### src/rtl/stopwatch_counter.sv
// stopwatch_counter: divides clk to a one-second tick and keeps an MM:SS BCD time value.
// Latency: all outputs registered; en is honoured on the next rising edge.
// No backpressure: en selects clear / count / pause every cycle; pause keeps the partial second.
module stopwatch_counter #(
  parameter int TICK_DIV = 100_000_000
) (
  input  logic       clk,
  input  logic       reset,
  input  logic [1:0] en,
  output logic [3:0] sec_ones,
  output logic [3:0] sec_tens,
  output logic [3:0] min_ones,
  output logic [3:0] min_tens,
  output logic       sec_pulse,
  output logic       wrap,
  output logic       running
);

  localparam int            DW       = $clog2(TICK_DIV);
  localparam logic [DW-1:0] DIV_LAST = DW'(TICK_DIV - 1);
  localparam logic [1:0]    EN_CLEAR = 2'b00;
  localparam logic [1:0]    EN_COUNT = 2'b01;

  logic [DW-1:0] div_cnt_q, div_cnt_d;
  logic [3:0]    sec_ones_q, sec_ones_d;
  logic [3:0]    sec_tens_q, sec_tens_d;
  logic [3:0]    min_ones_q, min_ones_d;
  logic [3:0]    min_tens_q, min_tens_d;
  logic          sec_pulse_q, sec_pulse_d;
  logic          wrap_q, wrap_d;
  logic          running_q, running_d;
  logic          tick;

  // Next-state: prescaler, mode selection and BCD ripple carry on each one-second tick.
  always_comb begin
    div_cnt_d   = div_cnt_q;
    sec_ones_d  = sec_ones_q;
    sec_tens_d  = sec_tens_q;
    min_ones_d  = min_ones_q;
    min_tens_d  = min_tens_q;
    sec_pulse_d = 1'b0;
    wrap_d      = 1'b0;
    running_d   = (en == EN_COUNT);
    tick        = 1'b0;

    case (en)
      EN_CLEAR: begin
        div_cnt_d  = '0;
        sec_ones_d = 4'd0;
        sec_tens_d = 4'd0;
        min_ones_d = 4'd0;
        min_tens_d = 4'd0;
      end
      EN_COUNT: begin
        if (div_cnt_q == DIV_LAST) begin
          div_cnt_d = '0;
          tick      = 1'b1;
        end else begin
          div_cnt_d = div_cnt_q + DW'(1);
        end
      end
      default: begin
        // Pause (10 and 11): everything holds, partial second retained.
      end
    endcase

    // Ripple compare uses >= so a corrupted digit still recovers to a legal value.
    if (tick) begin
      sec_pulse_d = 1'b1;
      if (sec_ones_q >= 4'd9) begin
        sec_ones_d = 4'd0;
        if (sec_tens_q >= 4'd5) begin
          sec_tens_d = 4'd0;
          if (min_ones_q >= 4'd9) begin
            min_ones_d = 4'd0;
            if (min_tens_q >= 4'd5) begin
              min_tens_d = 4'd0;
              wrap_d     = 1'b1;
            end else begin
              min_tens_d = min_tens_q + 4'd1;
            end
          end else begin
            min_ones_d = min_ones_q + 4'd1;
          end
        end else begin
          sec_tens_d = sec_tens_q + 4'd1;
        end
      end else begin
        sec_ones_d = sec_ones_q + 4'd1;
      end
    end
  end

  // State registers; reset clears everything immediately.
  always_ff @(posedge clk or posedge reset) begin
    if (reset) begin
      div_cnt_q   <= '0;
      sec_ones_q  <= 4'd0;
      sec_tens_q  <= 4'd0;
      min_ones_q  <= 4'd0;
      min_tens_q  <= 4'd0;
      sec_pulse_q <= 1'b0;
      wrap_q      <= 1'b0;
      running_q   <= 1'b0;
    end else begin
      div_cnt_q   <= div_cnt_d;
      sec_ones_q  <= sec_ones_d;
      sec_tens_q  <= sec_tens_d;
      min_ones_q  <= min_ones_d;
      min_tens_q  <= min_tens_d;
      sec_pulse_q <= sec_pulse_d;
      wrap_q      <= wrap_d;
      running_q   <= running_d;
    end
  end

  assign sec_ones  = sec_ones_q;
  assign sec_tens  = sec_tens_q;
  assign min_ones  = min_ones_q;
  assign min_tens  = min_tens_q;
  assign sec_pulse = sec_pulse_q;
  assign wrap      = wrap_q;
  assign running   = running_q;

endmodule

### config.mk
export PLATFORM = sky130hd
export DESIGN_NAME = stopwatch_counter
export DESIGN_NICKNAME = d
export VERILOG_FILES = /design/src/rtl/stopwatch_counter.sv
export SDC_FILE = /design/constraint.sdc
export NUM_CORES = 1
export LEC_CHECK = 0
export ABC_CLOCK_PERIOD_IN_PS = 2400
export CORE_MARGIN = 8
export CORE_UTILIZATION = 52
export DETAILED_ROUTE_END_ITERATION = 16
export GPL_TIMING_DRIVEN = 1
export PLACE_DENSITY = 0.77
export SLEW_MARGIN = 20
export SYNTH_ARGS = -nofsm -noshare
export SYNTH_HDL_FRONTEND = slang
export SYNTH_SLANG_ARGS = --single-unit
### constraint.sdc
create_clock -name clk -period 2.4 [get_ports clk]
set_clock_uncertainty 0.1 [all_clocks]
set_input_delay 0.48 -clock clk [delete_from_list [all_inputs] [get_ports clk]]
set_output_delay 0.48 -clock clk [all_outputs]
set_load 0.01 [all_outputs]
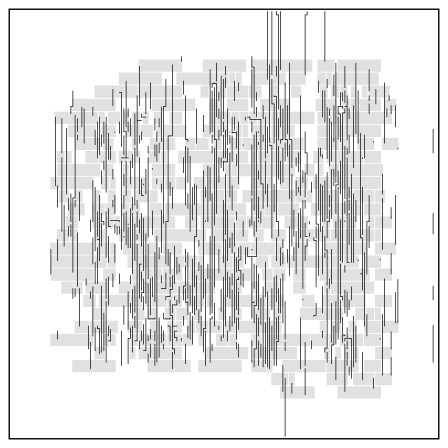
**Above:** run 1 (met2 routing).
nets with wire on the layer: 322
longest straight run: 31.6 um
main direction: vertical
share of all routed wire: 49%
met2 Usage GRT: 0.310
routed via count: 2565

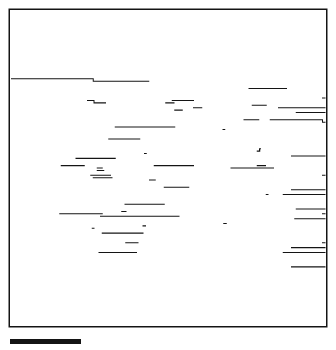
**Above:** run 1 (M3 wires).
The bar under the picture is 20 um long.
wire length on this layer: 361 um
main direction: horizontal
share of all routed wire: 5.2%
longest straight run: 23.0 um
met3 layer usage reported by global route: 0.0340
DRT Wirelength: 6.99 mm

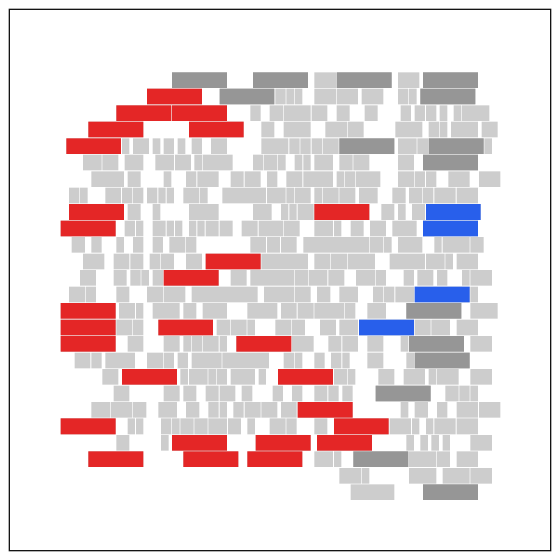
**Above:** run 1 (where the registers sit).
Other sequential cells in the stronger gray, the rest of the logic in the fainter gray.
legend:
  `div_cnt_q`:
    color: red
    placed_flops: 27
  `sec_tens`:
    color: blue
    placed_flops: 4
    where: right middle
not colored: 15
flop share of the area: 0.323
register area: 1150 um2
seq pwr: 0.800 mW
Core Util, Final: 0.694

==> run 1: flip-flops by register name (all words and copies together) (netlist names) <==
signal,cells
sec_pulse,1
wrap,1
sec_ones,4
min_tens,4
sec_tens,4
running,1
div_cnt_q,27
min_ones,4
==> run 1: power by group through the flow <==
stage	logic, mW	registers [mW]	clock network, mW
after global placement	0.133	0.814	0
final	0.137	0.800	0.710
after CTS	0.137	0.800	0.726
after global routing	0.153	0.803	0.757
after floorplan	0.0669	0.817	0
after detailed placement	0.136	0.815	0
==> run 1: what timing repair did <==
action,CTS,global route
setup buffers,1,4
pin swaps,3,4
resized,3,6
endpoints found under the setup margin,8,13
==> run 1: critical path, delay by kind of cell <==
| family | cells | cell delay, ns |
|---|---|---|
| AND/OR/NAND/NOR | 5 | 1.42 |
| buffers and inverters | 2 | 0.61 |
==> run summary, run 1 <==
yosys + openroad results -> status completed, fp_density 0.540, Overflow after GRT 0, main flop type dfrtp_1, fmax 422 MHz, Adders+Majority by Area 0.0586, RePlAce Congestion 0.883, Logic area 1510 um2, Leading cell kind logic gates, Seq/Total Area, Yosys 0.414, Late-Pin Clk Latency 0.30 ns, Cell Type Count 50, Max Root-Sink Buffers 2, bufs w/o clock 68, min-delay worst type register to register, met3 wire length 360 um, Clock power frac 0.431, Switching Fraction 0.215, Logic family by area simple AND/OR/NAND/NOR gates, Synth top cells by count 46 x dfrtp_1, 39 x nand2_1, 25 x nand3_1, TritonCTS clock tree done, Setup WS pre-CTS -0.266 ns, # rows 26, CTS Hold Bufs 0, Die Width 89.1 um, final worst path period share 0.987, reg2reg path depth 6, area leader, netlist dfrtp_1, worst setup margin 0.0314 ns, Post-Syn Nets 323, Simple Share, Synth 0.273, drt wl/cell 16.0 um, combinational share of cell area 0.422, DRT Pass-1 Iters 4, Syn Inst Count 306, Compound Share, Synth 0.171, post-synthesis cell area 2780 um2, number of logic gates 228, Post-synth regs 46, Top Layout Cells 46 x dfrtp_1, 41 x buf_4, 39 x nand2_1, Worst R2R End min_tens[0]$_DFF_PP0_, Logic pwr share 0.083, most frequent logic cell in the layout dfrtp_1, IO Pins 23
## Run 2: what changed since run 1
--- a/config.mk
+++ b/config.mk
@@ -6,10 +6,10 @@
 export NUM_CORES = 1
 export LEC_CHECK = 0
 export ABC_CLOCK_PERIOD_IN_PS = 2400
+export CAP_MARGIN = 20
 export CORE_MARGIN = 8
 export CORE_UTILIZATION = 52
 export DETAILED_ROUTE_END_ITERATION = 16
-export GPL_TIMING_DRIVEN = 1
 export PLACE_DENSITY = 0.77
 export SLEW_MARGIN = 20
 export SYNTH_ARGS = -nofsm -noshare
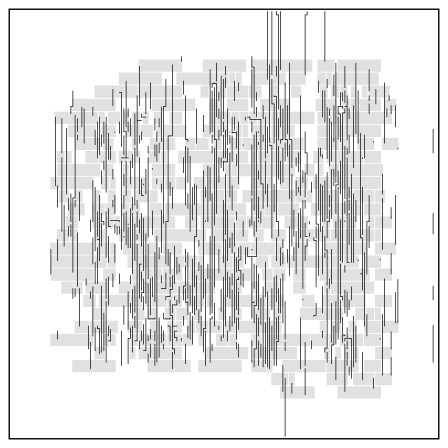
**Above:** run 2 (met2 routing).
longest straight run: 31.6 um
main direction: vertical
nets with wire on the layer: 322
wire length on this layer: 3430 um

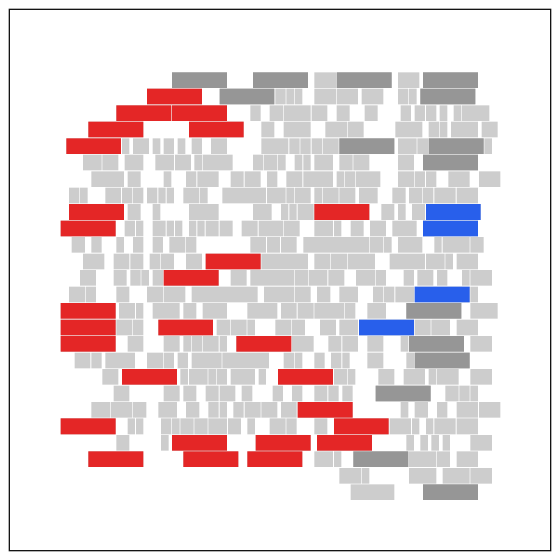
**Above:** run 2 (where the registers sit).
Other sequential cells in the stronger gray, the rest of the logic in the fainter gray.
legend:
  `div_cnt_q`:
    color: red
    placed_flops: 27
  `sec_tens`:
    color: blue
    placed_flops: 4
    where: right middle

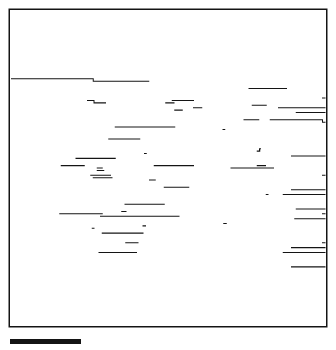
**Above:** run 2 (M3 wires).
The bar under the picture is 20 um long.
nets with wire on the layer: 41
main direction: horizontal
longest straight run: 23.0 um
share of all routed wire: 5.2%
wire length on this layer: 361 um

==> run 2 against run 1 <==
  * Core utilization did not move
  * Non-clock buffer count did not move
  * Cell count did not move
  * Sequential share of layout area did not move
  * First-iteration DRC count did not move
  * Flip-flop count did not move
  * Combinational power barely moved
  * Via count did not move
  * Design area did not move
  * Clock power barely moved
  * Synthesized cell count did not move
==> run summary, run 2 <==
yosys + openroad results -> Simple Share, Synth 0.273, Core Util, Final 0.694, combinational share of cell area 0.422, Die Width 89.1 um, Biggest consumer registers, Top reg by flops div_cnt_q, Logic area 1510 um2, Seq/Total Area, Yosys 0.414, Late-Pin Clk Latency 0.30 ns, final worst path period share 0.987, Logic family by area simple AND/OR/NAND/NOR gates, # rows 26, Post-synth regs 46, CTS Hold Bufs 0, Hold Vio Cnt, Final 0, fmax 422 MHz, Leading cell kind logic gates, CP bufs+invs 2, internal power 1.29 mW, met3 wire length 360 um, # Post-CTS Setup Buffers 1, first-pass GRT wire length 11.5 mm, routed via count 2565, TritonCTS clock tree done, Logic pwr share 0.083, Max Root-Sink Buffers 2, Adders+Majority by Area 0.0586, number of flip-flops in the largest register 27, P_clk 0.710 mW, Clock power frac 0.431, IO Pins 23, CP delay by family, top simple AND/OR/NAND/NOR gates, worst setup margin 0.0314 ns, number of logic gates 228, Compound Share, Synth 0.171, Overflow after GRT 0, RePlAce Congestion 0.883, bufs w/o clock 68, combinational power 0.137 mW, register area 1150 um2, Syn Inst Count 306, yosys xor share 0.00315, drt wl/cell 16.0 um, Post-CTS Resized 3, Switching Fraction 0.215, area leader, netlist dfrtp_1, Synth top cells by count 46 x dfrtp_1, 39 x nand2_1, 25 x nand3_1, Cell Type Count 50, Setup WS pre-CTS -0.266 ns, Top Layout Cells 46 x dfrtp_1, 41 x buf_4, 39 x nand2_1, number of clock buffers in the layout 6, fp_density 0.540, met3 layer usage reported by global route 0.0340, met2 Usage GRT 0.310, post-synthesis cell area 2780 um2, main flop type dfrtp_1, status completed, Clock-cell share 0.0400, seq pwr 0.800 mW, flop share of the area 0.323
==> run 2: path summary, 6_finish.rpt <==
kind / cells after the start / endpoint / slack, ns / from
setup / recovery: 7 / min_ones[2]$_DFF_PP0_ / 0.03 / en[1]
hold / removal: 1 / div_cnt_q[26]$_DFFE_PP0P_ / 0.40 / div_cnt_q[26]$_DFFE_PP0P_
setup reg to reg: 6 / min_tens[0]$_DFF_PP0_ / 0.05 / div_cnt_q[25]$_DFFE_PP0P_
hold reg to reg: 1 / div_cnt_q[26]$_DFFE_PP0P_ / 0.40 / div_cnt_q[26]$_DFFE_PP0P_
max in group asynchronous: 3 / div_cnt_q[10]$_DFFE_PP0P_ / 1.56 / reset
min in group asynchronous: 3 / min_tens[0]$_DFF_PP0_ / 0.42 / reset
No activity file was given, so power comes from the tool's default toggle rates.
